**src/rtl/sys_defs.sv**
```systemverilog
`default_nettype none
// ---------------------------------------------------------------------------
// sys_defs : shared CDB packet type and global macros for rob/rs/map table
// Revision : 1.0  initial release
// ---------------------------------------------------------------------------
`ifndef SYS_DEFS_MACROS
`define SYS_DEFS_MACROS
`define ZERO_PREG 6'd0
`define CDB_WIDTH 2
`define TRUE      1'b1
`define FALSE     1'b0
`define SD        #1
`endif

package sys_defs;

  localparam int PREG_IDX_W = 6;

  typedef struct packed {
    logic                  valid;
    logic [PREG_IDX_W-1:0] tag;
    logic                  misprediction;
    logic                  taken_branch;
    logic [31:0]           branch_target;
  } CDB_PACKET;

  // The value an unused CDB slot must carry so listeners never see a stale tag
  function automatic CDB_PACKET cdb_idle();
    CDB_PACKET p;
    p.valid         = `FALSE;
    p.tag           = `ZERO_PREG;
    p.misprediction = `FALSE;
    p.taken_branch  = `FALSE;
    p.branch_target = 32'h0;
    return p;
  endfunction

endpackage
`default_nettype wire

```
**src/rtl/cdb_arbiter_fifo.sv**
```systemverilog
`default_nettype none
// ---------------------------------------------------------------------------
// cdb_fifo : per-FU completion buffer; squash empties it and drops the push
// Revision : 1.0  initial release
// ---------------------------------------------------------------------------
module cdb_fifo
  import sys_defs::*;
#(
  parameter int DEPTH = 2
) (
  input  logic                     clock,
  input  logic                     reset,
  input  logic                     squash,
  input  logic                     push,
  input  CDB_PACKET                pkt_in,
  input  logic                     pop,
  output CDB_PACKET                head,
  output logic                     empty,
  output logic                     full,
  output logic [$clog2(DEPTH):0]   count
);

  localparam int PW = $clog2(DEPTH);

  CDB_PACKET         mem_q [DEPTH];
  CDB_PACKET         mem_d [DEPTH];
  logic [PW-1:0]     wr_ptr_q, wr_ptr_d;
  logic [PW-1:0]     rd_ptr_q, rd_ptr_d;
  logic [PW:0]       count_q, count_d;

  always_comb begin
    mem_d    = mem_q;
    wr_ptr_d = wr_ptr_q;
    rd_ptr_d = rd_ptr_q;
    count_d  = count_q;
    if (squash) begin
      wr_ptr_d = '0;
      rd_ptr_d = '0;
      count_d  = '0;
    end else begin
      if (push) begin
        mem_d[wr_ptr_q] = pkt_in;
        wr_ptr_d        = wr_ptr_q + 1'b1;
      end
      if (pop) rd_ptr_d = rd_ptr_q + 1'b1;
      count_d = count_q + {{PW{1'b0}}, push} - {{PW{1'b0}}, pop};
    end
  end

  always_ff @(posedge clock) begin
    if (reset) begin
      wr_ptr_q <= '0;
      rd_ptr_q <= '0;
      count_q  <= '0;
    end else begin
      wr_ptr_q <= wr_ptr_d;
      rd_ptr_q <= rd_ptr_d;
      count_q  <= count_d;
    end
  end

  // Storage needs no reset: count gates every read
  always_ff @(posedge clock) begin
    mem_q <= mem_d;
  end

  assign head  = mem_q[rd_ptr_q];
  assign empty = (count_q == '0);
  assign full  = (count_q == (PW+1)'(DEPTH));
  assign count = count_q;

endmodule
`default_nettype wire

```
**src/rtl/cdb_arbiter.sv**
```systemverilog
`default_nettype none
// ---------------------------------------------------------------------------
// cdb_arbiter : buffers FU completions, broadcasts up to 2 per cycle round-robin
// Option      : CDB_BYPASS_EN lets an empty-FIFO FU skip its buffer when granted
// Revision    : 1.0  initial release
// ---------------------------------------------------------------------------
module cdb_arbiter
  import sys_defs::*;
#(
  parameter int NUM_FU     = 4,
  parameter int FIFO_DEPTH = 2
) (
  input  logic                          clock,
  input  logic                          reset,
  input  logic                          squash,
  input  logic [NUM_FU-1:0]             fu_valid,
  input  CDB_PACKET [NUM_FU-1:0]        fu_packet,
  output logic [NUM_FU-1:0]             fu_ready,
  output CDB_PACKET [`CDB_WIDTH-1:0]    cdb,
  output logic                          cdb_stall
);

  localparam int PTR_W = $clog2(NUM_FU);
  localparam int CW    = $clog2(FIFO_DEPTH) + 1;

  logic [NUM_FU-1:0]            empty, full, accept, push, pop, byp, byp_ok;
  CDB_PACKET                    head  [NUM_FU];
  logic [CW-1:0]                count [NUM_FU];

  logic [PTR_W-1:0]             rr_ptr_q, rr_ptr_d;
  CDB_PACKET [`CDB_WIDTH-1:0]   cdb_q, cdb_d, sel_pkt;
  CDB_PACKET                    pkt;
  logic [PTR_W:0]               scan;
  logic [PTR_W-1:0]             src, last_idx;
  logic [1:0]                   slot_n;
  logic                         grant_any;

  for (genvar g = 0; g < NUM_FU; g++) begin : g_fifo
    cdb_fifo #(.DEPTH(FIFO_DEPTH)) u_fifo (
      .clock  (clock),
      .reset  (reset),
      .squash (squash),
      .push   (push[g]),
      .pkt_in (fu_packet[g]),
      .pop    (pop[g]),
      .head   (head[g]),
      .empty  (empty[g]),
      .full   (full[g]),
      .count  (count[g])
    );
    assign fu_ready[g] = (count[g] < CW'(FIFO_DEPTH)) & ~squash;
  end

  assign accept = fu_valid & fu_ready;
  assign push   = accept & ~byp;

`ifdef CDB_BYPASS_EN
  assign byp_ok = empty & accept;
`else
  assign byp_ok = '0;
`endif

  always_comb begin
    pop       = '0;
    byp       = '0;
    slot_n    = '0;
    grant_any = 1'b0;
    last_idx  = rr_ptr_q;
    scan      = '0;
    src       = '0;
    pkt       = cdb_idle();
    sel_pkt   = {cdb_idle(), cdb_idle()};
    for (int k = 0; k < NUM_FU; k++) begin
      scan = {1'b0, rr_ptr_q} + (PTR_W+1)'(k);
      if (scan >= (PTR_W+1)'(NUM_FU)) scan = scan - (PTR_W+1)'(NUM_FU);
      src = scan[PTR_W-1:0];
      if (slot_n < 2'd2 && (!empty[src] || byp_ok[src])) begin
        // An empty source can only be eligible through the bypass path
        pkt                 = empty[src] ? fu_packet[src] : head[src];
        pkt.valid           = `TRUE;
        sel_pkt[slot_n[0]]  = pkt;
        pop[src]            = !empty[src];
        byp[src]            = empty[src];
        last_idx            = src;
        grant_any           = 1'b1;
        slot_n              = slot_n + 2'd1;
      end
    end
    cdb_d    = {cdb_idle(), cdb_idle()};
    rr_ptr_d = rr_ptr_q;
    if (!squash) begin
      cdb_d = sel_pkt;
      if (grant_any)
        rr_ptr_d = (last_idx == PTR_W'(NUM_FU - 1)) ? '0 : last_idx + 1'b1;
    end
  end

  always_ff @(posedge clock) begin
    if (reset) begin
      rr_ptr_q <= '0;
      cdb_q    <= {cdb_idle(), cdb_idle()};
    end else begin
      rr_ptr_q <= rr_ptr_d;
      cdb_q    <= cdb_d;
    end
  end

  assign cdb       = cdb_q;
  assign cdb_stall = |full;

endmodule
`default_nettype wire
```
**config.mk**
```make
export PLATFORM = sky130hd
export DESIGN_NAME = cdb_arbiter
export DESIGN_NICKNAME = d
export VERILOG_FILES = /design/src/rtl/sys_defs.sv /design/src/rtl/cdb_arbiter_fifo.sv /design/src/rtl/cdb_arbiter.sv
export SDC_FILE = /design/constraint.sdc
export NUM_CORES = 1
export LEC_CHECK = 0
export CAP_MARGIN = 40
export CORE_ASPECT_RATIO = 1.5
export CORE_MARGIN = 2
export CORE_UTILIZATION = 50
export DETAILED_ROUTE_END_ITERATION = 6
export PLACE_DENSITY = 0.72
export REMOVE_ABC_BUFFERS = 1
export SETUP_SLACK_MARGIN = 0.5
export SYNTH_ARGS = -nofsm -noshare
export SYNTH_HDL_FRONTEND = slang
export SYNTH_SLANG_ARGS = --single-unit
```
**constraint.sdc**
```tcl
create_clock -name clock -period 5.2 [get_ports clock]
set_input_delay 0.52 -clock clock [delete_from_list [all_inputs] [get_ports clock]]
set_output_delay 0.52 -clock clock [all_outputs]
set_load 0.005 [all_outputs]
```
**Run 1: where the registers sit**

Other sequential cells in the stronger grey, the rest of the logic in the fainter grey.
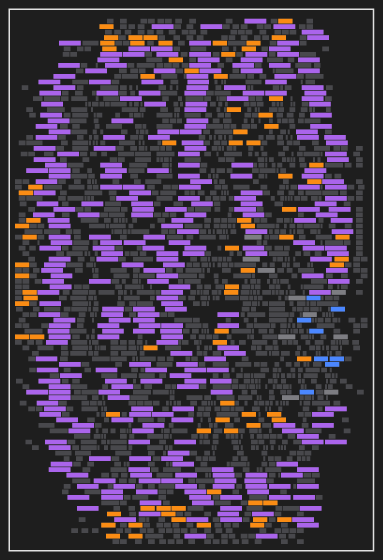
Key: orange = cdb [placed flops 82, where spread over the die]; purple = g_fifo.u_fifo.mem_q [placed flops 320, where spread over the die]; blue = g_fifo.u_fifo.count [placed flops 8]
Seq group: 4.45 mW
Seq/total area: 42.6%
register area: 0.0116 sq mm

**Run 1: routing congestion map**

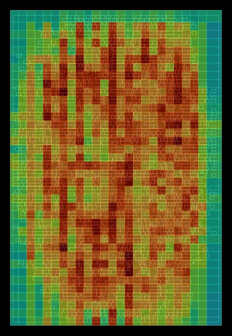
Wirelength per Cell: 29.4 microns
All-Layer GR Usage: 30.9%

==> results_dict.tcl, run 1 <==
# implementation run metrics
set metrics [dict create \
    rows 95 \
    port_buffers 253 \
    fin_cells 2486 \
    setup_tns_ps 0 \
    grt_pass1_wl_mm 107 \
    routed_via_density 6.84 \
    dieHeight_microns 265 \
    gp_congestion 0.856 \
    slew-limit-headroom_pct 38.8 \
    worst_setup_hold_path_clk_slew_ps 70 \
    clock_latency_ps 560 \
    synth.most_common_cell "edfxtp_1" \
    ys_cells 1684 \
    htree_levels 2 \
    async_reset_ff_share_pct 0 \
    cts_root_buf "clkbuf_16" \
    cts_hold_buffers 0 \
    area_leaders "edfxtp_1 42%, mux4_2 13%, mux2i_1 9.1%, dfxtp_1 8.8%, mux2_2 3.8%" \
    rsz0062_at_grt "false" \
    slew_violations 0 \
    slowest_stage "dfxtp_4" \
    crit_path_cell_trace "inv_6 -> ha_4 -> clkinv_2 -> mux4_2 -> ha_1 -> inv_1 -> or4_1 -> buf_4 -> nor2_1 -> a221oi_1 -> a211oi_1" \
    drtPass1Iterations 5 \
    placeableCoreArea_sq_mm 0.0448 \
    arrival_ps 4730 \
    synthCells 1684 \
    fp_util_pct 50.7 \
    end_kind "register" \
    tritoncts "done" \
    grt_start_max_net_pins 59 \
    yosysTopAreaCellShare_pct 42.3 \
    hold_viol 0 \
    yosysChipArea_sq_mm 0.0227 \
    post-place-cells 2415 \
    io_pins 258 \
    setup_viol 0 \
    vias 17000 \
    drv_cap 0 \
    numSynthFlops 420 \
    yosysUniqueCellTypes 63 \
    cp-start-kind "register" \
    synth_seq_share_pct 51.1 \
    fin_skew_ps 16.6 \
    cts_buffer_depth 3 \
    syn_avg_cell_area_sq_um 13.5 \
    post-route-drc-count 0 \
    ir_drop_v 0.000777 \
    cts_buffers 39 \
    warning_count 37 \
    crit_fanout 28 \
    die_x_microns 178 \
    power_density_mw_per_mm2 652 \
    slowest_delay_ps 690 \
    cts_resized 0 \
    postCtsSetupBuffers 0 \
    antenna_found_initial 2 \
    yosys_warnings 0 \
    worst_path_dominant_cell_family "adder cells" \
    worstSetupPathType "register to register" \
    hold_class "primary input to register" \
    antenna_left 0 \
    crit_buf_inv 4 \
    grt_pass1_vias 17700 \
    dp_hpwl_mm 45.8 \
    leakage_nw 8.97 \
    drt_wl_total_mm 73.0 \
    chipArea_sq_mm 0.0472 \
    ff_type "edfxtp_1" \
    first_iter_violations 1851 \
    cts.sinks 420 \
    synth-edff-count 320 \
    status "finished clean" \
    netlist_area_sq_mm 0.0227 \
    tightest_slew_ps 918 \
    finalCriticalPeriod_ps 4330 \
    top_cells_by_count "320 x edfxtp_1, 207 x mux2i_1, 135 x mux4_2, 133 x nand2_1, 100 x dfxtp_1" \
    cp.required_ps 5600 \
    period_used_pct 83.2 \
    max_freq_mhz 231 \
    drive_gt1_share_pct 20.5 \
    grt_remaining_overflow 0 \
    fillers 3430 \
    yosysTopAreaCell "edfxtp_1" \
    syn_to_final_growth_pct 20.2 \
    final_nets 2059 \
    comb_area_sq_mm 0.0105 \
]
**Run 1: wires at chosen ports, followed through buffers**

The bar under the picture is 50 microns long.
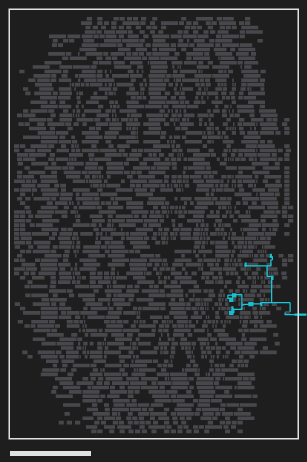
Key: cyan = squash [bits 1, direction input, edge east, end cells 9, wire 126 microns]

## run 1: routing by layer
layer / up-vias / global-route usage (%) / share of wire [%]
li1: 7195 / - / -
met1: 8454 / 37.7 / 35
met2: 1064 / 51.7 / 50
met3: 286 / 4.56 / 8.9
met4: 2 / 18.8 / 6.1
met5: - / 0 / 0.022
## run 1: cells by family (layout without fill, tap and decap cells)
logic type               count (synthesis)  in the layout  share of synthesized area (%)
AND/OR/NAND/NOR                        296            296                           6.15
XOR/XNOR                                12             12                          0.462
adder cells (fa/ha/maj)                 14             14                          0.770
multiplexers                           420            420                           26.4
flip-flops                             420            420                           51.1
buffers and inverters                  177            396                           3.22
other                                    0              1                              0
AND-OR/OR-AND                          345            345                           12.0
## run 1: through the flow
| stage | util, % | power, mW | instance area [sq um] | hold WS [ps] | setup WS [ps] |
|---|---|---|---|---|---|
| 6_report | 61.0 | 17.8 | 27300 | 573 | 872 |
| 5_1_grt | 61.0 | 18.5 | 27300 | 576 | 659 |
| 4_1_cts | 61.0 | 17.6 | 27300 | 557 | 921 |
| 3_5_place_dp | 58.1 | 14.7 | 26100 | 579 | 950 |
| 3_3_place_gp | 57.7 | 14.3 | 25800 | 563 | 957 |
| 2_1_floorplan | - | 10.8 | 22100 | 493 | -9140 |
## run 1: layout make-up
type | instances | share of cell area, %
timing repair buffer | 309 | 11.4
tap | 582 | 2.66
multi-input combinational | 1087 | 38.5
clock buffer | 53 | 4.06
sequential | 420 | 42.6
inverter | 17 | 0.256
clock inverter | 17 | 0.609
antenna | 1 | 0.00915
## run 1: state kept, by name, indices dropped and copies added (netlist names), named ones only
signal,count
g_fifo.u_fifo.mem_q,320
cdb,82
g_fifo.u_fifo.count,8
g_fifo.u_fifo.rd_ptr_q,4
g_fifo.u_fifo.wr_ptr_q,4
rr_ptr_q,1
## run 1: final timing paths
kind	startpoint	slack (ps)	endpoint	cells past startpoint
setup reg to reg	register	870	cdb[44]	11
hold reg to reg	g_fifo[2].u_fifo.wr_ptr_q	590	g_fifo[2].u_fifo.wr_ptr_q	2
hold / removal	fu_packet[14]	570	g_fifo[0].u_fifo.mem_q[14]	1
setup / recovery	register	870	cdb[44]	11
## run 1: power breakdown
part / leakage [nW] / switching, mW / internal [mW] / total [mW]
sequential: 3.75 / 0.378 / 4.07 / 4.45
clock: 0.632 / 1.27 / 1.65 / 2.92
combinational: 4.59 / 6.17 / 4.29 / 10.5
total: 8.97 / 7.81 / 10.0 / 17.8
## run 1: cells in the final DEF (no fill, tap or decap), types with 10 or more instances in the layout
cell and n:
and3_1 22, edfxtp_1 320, a221oi_1 38, o221ai_1 23
mux4_2 134, clkbuf_16 40, a211oi_1 22, buf_4 46
a22o_1 20, mux2_2 77, inv_1 12, o22a_1 21
a211oi_2 19, a221o_1 39, clkdlybuf4s50_1 253, nor2_1 43
mux2i_1 207, or3_1 39, ha_1 13, dfxtp_1 94
o211ai_1 19, nand2_1 132, o21ai_0 41, a21oi_1 50
nand3_1 10, a32oi_1 20
--- run 2 (diff from run 1) ---
clock period = 4.1 ns   (was 5.2 ns; I/O delays follow)
==> results_dict.tcl, run 2 <==
# implementation run metrics
set metrics [dict create \
    status "finished clean" \
    total_power_mw 23.1 \
    place_area_sq_mm 0.0263 \
    gp_congestion 0.848 \
    syn_avg_cell_area_sq_um 13.5 \
    pwr-share-comb_pct 58.2 \
    vias 17100 \
    pwr-share-seq_pct 24.2 \
    end_kind "register" \
    intPower_mw 13.1 \
    cp-start-kind "register" \
    arrival_ps 3920 \
    ys_cells 1684 \
    cts.sinks 420 \
    tritoncts "done" \
    rows 95 \
    warning_count 37 \
    hold_class "primary input to register" \
    post-route-drc-count 0 \
    setup_viol 0 \
    mux_area_share_pct 26.4 \
    chipArea_sq_mm 0.0472 \
    worstSetupPathType "register to register" \
    synthCells 1684 \
    placeableCoreArea_sq_mm 0.0448 \
    first_iter_violations 1842 \
    fa_ha_area_share_pct 0.770 \
    crit_fanout 18 \
    cp.required_ps 4570 \
    post-place-cells 2430 \
    lay_top_cells "320 x edfxtp_1, 253 x clkdlybuf4s50_1, 207 x mux2i_1" \
    grt_remaining_overflow 0 \
    port_buffers 253 \
    top_cells_by_count "320 x edfxtp_1, 207 x mux2i_1, 135 x mux4_2, 133 x nand2_1, 100 x dfxtp_1" \
    finalCriticalPeriod_ps 3450 \
    cts_root_buf "clkbuf_16" \
    yosysTopAreaCellShare_pct 42.3 \
    syn_to_final_growth_pct 22.0 \
    max_freq_mhz 290 \
    yosysTopAreaCell "edfxtp_1" \
    slew-limit-headroom_pct 40.3 \
    async_reset_ff_share_pct 0 \
    largest_register_ff_count 320 \
    synth_seq_share_pct 51.1 \
    synth.most_common_cell "edfxtp_1" \
    setup_tns_ps 0 \
    grt_pass1_wl_mm 107 \
    synth-xor-area-share_pct 0.462 \
    hold_viol 0 \
    drtPass1Iterations 6 \
    fin_cells 2508 \
    lay_top_count "edfxtp_1" \
    io_pins 258 \
    area_leaders "edfxtp_1 42%, mux4_2 13%, mux2i_1 9.1%, dfxtp_1 8.8%, mux2_2 3.8%" \
    drt_wl_total_mm 72.8 \
    leakage_nw 9.15 \
    ir_drop_v 0.00133 \
    final_cell_area_sq_mm 0.0277 \
    drv_cap 0 \
    die_x_microns 178 \
    yosysUniqueCellTypes 63 \
    setup_ws_ps 653 \
    cts_buffers 41 \
    routed_via_density 6.83 \
    antenna_left 0 \
    pre_cts_slack_ps 663 \
    cts_buffer_depth 3 \
    avgRoutedWirePerCell_microns 29.0 \
    htree_levels 2 \
    power_density_mw_per_mm2 834 \
    ff_type "edfxtp_1" \
    regMostFlops "g_fifo.u_fifo.mem_q" \
    hold-worst-slack_ps 455 \
    synth-edff-count 320 \
    cts_hold_buffers 0 \
    fp_util_pct 50.7 \
    worst_setup_hold_path_clk_slew_ps 60 \
    grt_pass1_vias 17800 \
    netlist_area_sq_mm 0.0227 \
    numSynthFlops 420 \
    yosysChipArea_sq_mm 0.0227 \
    drive_gt1_share_pct 21.7 \
    topCombFamilyByArea "multiplexers" \
    aoi_share_pct 12.0 \
    slew_violations 0 \
    power_switching_mw 10.0 \
    grt_start_max_net_pins 83 \
    rsz0062_at_grt "false" \
    dieHeight_microns 265 \
    tightest_slew_ps 891 \
    final_nets 2076 \
    dp_hpwl_mm 45.8 \
    synthSimpleGateAreaFrac_pct 6.15 \
    switching_share_pct 43.2 \
    period_used_pct 84.1 \
    yosys_warnings 0 \
    antenna_found_initial 2 \
]
==> run 2: cell counts after synthesis <==
Identical to the previous run, type by type.
==> run 2: worst max-delay path, stage by stage (launching register included) <==
cell,delay (ps)
dfxtp_1,360
or2_1,310
mux4_2,510
ha_1,320
inv_1,260
and2_2,460
buf_4,320
nand2_2,340
buf_4,300
a211oi_2,170
==> run 2: timing repair <==
item	4_1_cts	5_1_grt
setup buffers	0	0
endpoints found under the setup margin	0	5
gates resized	0	2
==> run 2: cell families (layout without fill, tap and decap cells) <==
group	count (synthesis)	count (layout)
AOI/OAI and AO/OA	345	345
xor gates and xnor gates	12	12
adders and majority gates	14	14
buffers and inverters	177	417
DFF	420	420
muxes	420	420
other	0	2
and+or+nand+nor	296	296
==> run 2: cell type report <==
| type | instances | area, sq um |
|---|---|---|
| repair buffers | 324 | 3330 |
| multi-input cells | 1087 | 10500 |
| flip-flops and latches | 420 | 11600 |
| fillers | 3379 | 17100 |
| clock inverters | 27 | 320 |
| well taps | 582 | 728 |
| clock buffers | 49 | 1140 |
| diodes | 2 | 5.00 |
| inverters | 17 | 70.1 |
==> run 2: layer usage <==
layer / GRT usage, % / wire, microns
met1: 37.0 / 25400
met2: 52.4 / 36400
met3: 4.43 / 6600
met4: 18.4 / 4470
met5: 0 / 0
==> run 2: power by group through the flow <==
stage / Clock (mW) / Combinational, mW / Sequential [mW]
CTS: 4.12 / 13.2 / 5.59
floorplan: 0 / 7.76 / 5.83
finish: 4.08 / 13.5 / 5.60
global route: 4.28 / 14.1 / 5.64
detailed placement: 0 / 13.1 / 5.68
global placement: 0 / 12.7 / 5.67
==> run 2: final timing paths <==
| path | startpoint | endpoint | slack, ps | depth (start not counted) |
|---|---|---|---|---|
| setup / recovery | g_fifo[3].u_fifo.count[1] | cdb[65] | 650 | 9 |
| hold / removal | fu_packet[98] | g_fifo[2].u_fifo.mem_q[16] | 450 | 1 |
| setup reg to reg | g_fifo[3].u_fifo.count[1] | cdb[65] | 650 | 9 |
| hold reg to reg | g_fifo[1].u_fifo.wr_ptr_q | g_fifo[1].u_fifo.wr_ptr_q | 600 | 2 |
**Run 2: where the registers sit**

Other sequential cells in the stronger grey, the rest of the logic in the fainter grey.
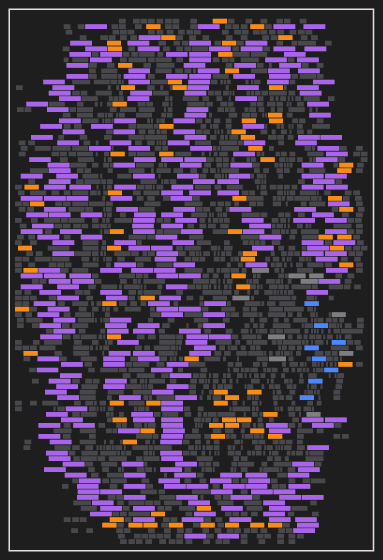
Seq group: 5.60 mW
fin util: 61.9%

**Run 2: routing congestion map**

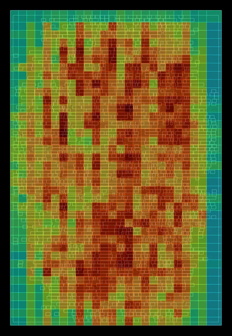
GR Layer Usage met3: 4.43%
met2 usage: 52.4%
grt met1 use: 37.0%
GRT Max-Usage Layer: met2
All-Layer GR Usage: 30.8%

**Run 2: clock wires, drivers and flops**

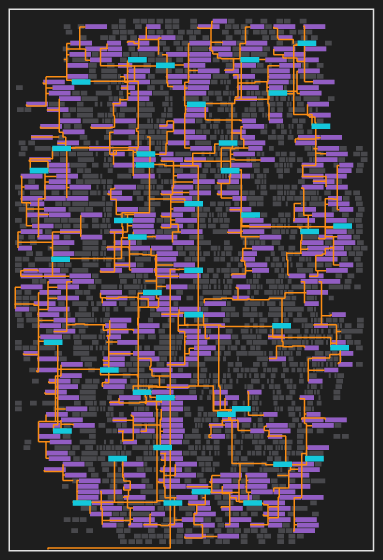
Key: orange = clock wires [length 4950 microns]; cyan = clock-net drivers [count 41]; purple = flip-flops [count 420]
Position of the flops: spread over the die. There are 42 routed clock nets.
clock skew: 19.9 ps
clock share of power: 17.6%
Clock net power: 4.08 mW
Late-Pin Clk Latency: 560 ps

--- run 3 (diff from run 2) ---
PLACE_DENSITY = 0.75   (was 0.72)
clock period = 3.05 ns   (was 4.1 ns; I/O delays follow)
==> results_dict.tcl, run 3 <==
# implementation run metrics
set metrics [dict create \
    finalCriticalPeriod_ps 2960 \
    status "finished clean" \
    cts_hold_buffers 0 \
    netlist_area_sq_mm 0.0227 \
    setup_tns_ps 0 \
    cp.required_ps 3500 \
    syn_to_final_growth_pct 32.9 \
    total_power_mw 38.8 \
    die_x_microns 178 \
    async_reset_ff_share_pct 0 \
    drive_gt1_share_pct 32.0 \
    dp_hpwl_mm 49.1 \
    drtPass1Iterations 7 \
    antenna_left 0 \
    lay_top_cells "320 x edfxtp_1, 253 x clkdlybuf4s50_1, 207 x mux2i_1" \
    final_cell_area_sq_mm 0.0302 \
    power_density_mw_per_mm2 1280 \
    yosysTopAreaCellShare_pct 42.3 \
    period_used_pct 97.2 \
    setup_viol 0 \
    place_area_sq_mm 0.0269 \
    placeableCoreArea_sq_mm 0.0448 \
    synth-edff-count 320 \
    fillers 2934 \
    yosysUniqueCellTypes 63 \
    first_iter_violations 2251 \
    largest_register_ff_count 320 \
    lay_top_count "edfxtp_1" \
    comb_area_sq_mm 0.0113 \
    synth_seq_share_pct 51.1 \
    ir_drop_v 0.00143 \
    max_freq_mhz 337 \
    rows 95 \
    yosys_warnings 0 \
    io_pins 258 \
    hold_viol 0 \
    drt_wl_total_mm 83.0 \
    ff_type "edfxtp_1" \
    worstSetupPathType "register to register" \
    crit_path_frequent_cell "ha_4" \
    leakage_nw 10.2 \
    port_buffers 253 \
    grt_remaining_overflow 0 \
    hold_class "primary input to register" \
    end_kind "register" \
    warning_count 39 \
    seq_area_sq_mm 0.0116 \
    antenna_found_initial 2 \
    ff2ff_path_depth 12 \
    cts_buffers 41 \
    grt_pass1_wl_mm 119 \
    final_nets 2211 \
    htree_levels 2 \
    drv_cap 0 \
    chipArea_sq_mm 0.0472 \
    area_leaders "edfxtp_1 42%, mux4_2 13%, mux2i_1 9.1%, dfxtp_1 8.8%, mux2_2 3.8%" \
    cts_root_buf "clkbuf_16" \
    gp_congestion 0.874 \
    clock_latency_ps 570 \
    worst_setup_hold_path_clk_slew_ps 70 \
    cts_buffer_depth 3 \
    synthCells 1684 \
    slowest_stage "dfxtp_4" \
    regMostFlops "g_fifo.u_fifo.mem_q" \
    yosysTopAreaCell "edfxtp_1" \
    fin_skew_ps 26.0 \
    grt_start_max_net_pins 66 \
    tritoncts "done" \
    yosysChipArea_sq_mm 0.0227 \
    top_cells_by_count "320 x edfxtp_1, 207 x mux2i_1, 135 x mux4_2, 133 x nand2_1, 100 x dfxtp_1" \
    post-route-drc-count 0 \
    synth.most_common_cell "edfxtp_1" \
    slowest_delay_ps 400 \
    crit_fanout 5 \
    min_path_cells 1 \
    crit_path_cell_trace "inv_6 -> ha_4 -> clkinv_4 -> mux4_2 -> ha_4 -> inv_4 -> buf_6 -> buf_4 -> a311oi_1 -> a2bb2oi_1 -> o211ai_1 -> a311oi_2" \
    numSynthFlops 420 \
    dieHeight_microns 265 \
    arrival_ps 3410 \
    rsz0062_at_grt "true" \
    cp-start-kind "register" \
    slew_violations 0 \
    syn_avg_cell_area_sq_um 13.5 \
    ys_cells 1684 \
    grt_pass1_vias 19400 \
    routed_via_density 7.07 \
    slew-limit-headroom_pct 47.1 \
    tightest_slew_ps 794 \
    fp_util_pct 50.7 \
    cts.sinks 420 \
]
[run 3: cell types whose count changed in the layout (fill, tap and decap cells not counted), sizes merged, moves of 2 or more]
cell / before / now
buf: 71 / 201
bufbuf: 0 / 4
clkinv: 15 / 19
bufinv: 6 / 3
clkbuf: 49 / 51
inv: 19 / 17
[run 3: cell type report]
| cell class | count | area share (%) |
|---|---|---|
| Timing Repair Buffer | 458 | 16.9 |
| Sequential cell | 420 | 38.5 |
| Clock inverter | 25 | 0.712 |
| Antenna cell | 1 | 0.00828 |
| Tap cell | 582 | 2.41 |
| Clock buffer | 51 | 3.76 |
| Inverter | 17 | 0.286 |
| Multi-Input combinational cell | 1088 | 37.5 |
[run 3: where the power goes]
part / switching, mW / leakage [nW] / internal (mW) / total (mW)
clock: 2.27 / 0.666 / 2.91 / 5.19
combinational: 13.9 / 5.78 / 12.1 / 26.0
sequential: 0.610 / 3.75 / 6.94 / 7.55
total: 16.8 / 10.2 / 22.0 / 38.8
[run 3: worst paths after layout]
path | from | to | slack, ps
setup / recovery | register | rr_ptr_q[1] | 90
hold / removal | fu_packet[91] | g_fifo[2].u_fifo.mem_q[50] | 350
setup reg to reg | register | rr_ptr_q[1] | 90
hold reg to reg | g_fifo[1].u_fifo.wr_ptr_q | g_fifo[1].u_fifo.wr_ptr_q | 610
[run 3: through the flow]
stage	worst slack [ps]	hold slack [ps]	std cells	util, %
after global routing	42.1	351	2642	67.5
after floorplan	-11290	374	1524	-
after CTS	258	331	2628	66.4
after global placement	-67.5	563	2485	59.9
final	86.3	349	2642	67.5
after detailed placement	-83.4	591	2488	60.0
[run 3: critical path: cells and delay by family (launching register included)]
kind | cells | cell delay, ps
AOI/OAI and AO/OA | 4 | 1150
adders and majority gates | 2 | 530
buffers and inverters | 5 | 460
DFF | 1 | 400
muxes | 1 | 300
[run 3: what timing repair did]
item / 4_1_cts / 5_1_grt
hold endpoints to repair: 0 / 0
cloned: 16 / 0
pin swaps: 51 / 45
setup buffers: 48 / 13
gates resized: 138 / 77
setup endpoints to repair: 93 / 96
[run 3: cell families (layout without fill, tap and decap cells)]
kind of cell,after synthesis,after routing,synth area share (%)
mux,420,421,26.4
flops,420,420,51.1
compound gates,345,345,12.0
simple gates,296,296,6.15
buf+inv,177,551,3.22
fa+ha+maj,14,14,0.770
xor+xnor,12,12,0.462
other cells,0,1,0
[run 3: routing by layer]
metal / wire [microns] / vias to the layer above / share of wire (%) / track usage [%]
met4: 7130 / 2 / 8.6 / 25.6
met3: 8840 / 485 / 11 / 6.12
met2: 41200 / 1523 / 50 / 58.0
li1: - / 7532 / - / -
met5: 12 / - / 0.014 / 0
met1: 25800 / 9129 / 31 / 38.9
**Run 3: wires at chosen ports, followed through buffers**

The bar under the picture is 50 microns long.
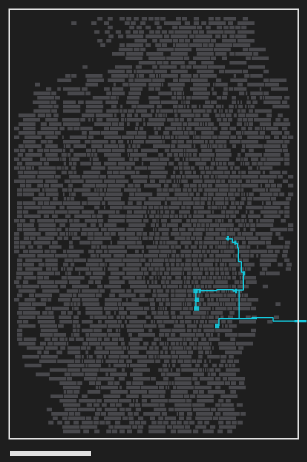
Key: cyan = squash [bits 1, direction input, edge east, end cells 9, wire 166 microns]

**Run 3: M1 wires**

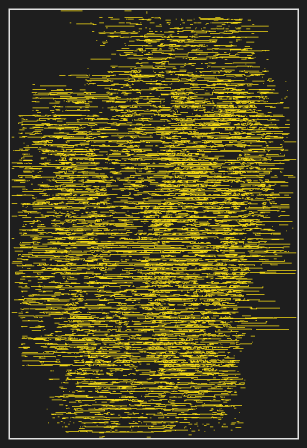
2054 nets have wire on it. The layer carries 25.8 mm of wire.
via count: 18700
grt met1 use: 38.9%

**Run 3: routing congestion map**

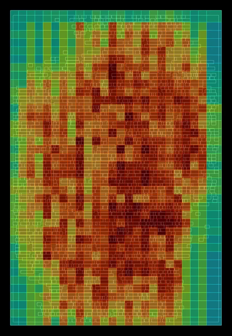
fin util: 67.5%
All-Layer GR Usage: 34.5%
GR Layer Usage met3: 6.12%
met2 usage: 58.0%
Wirelength per Cell: 31.4 microns

Power is estimated from default activity; no workload was simulated.
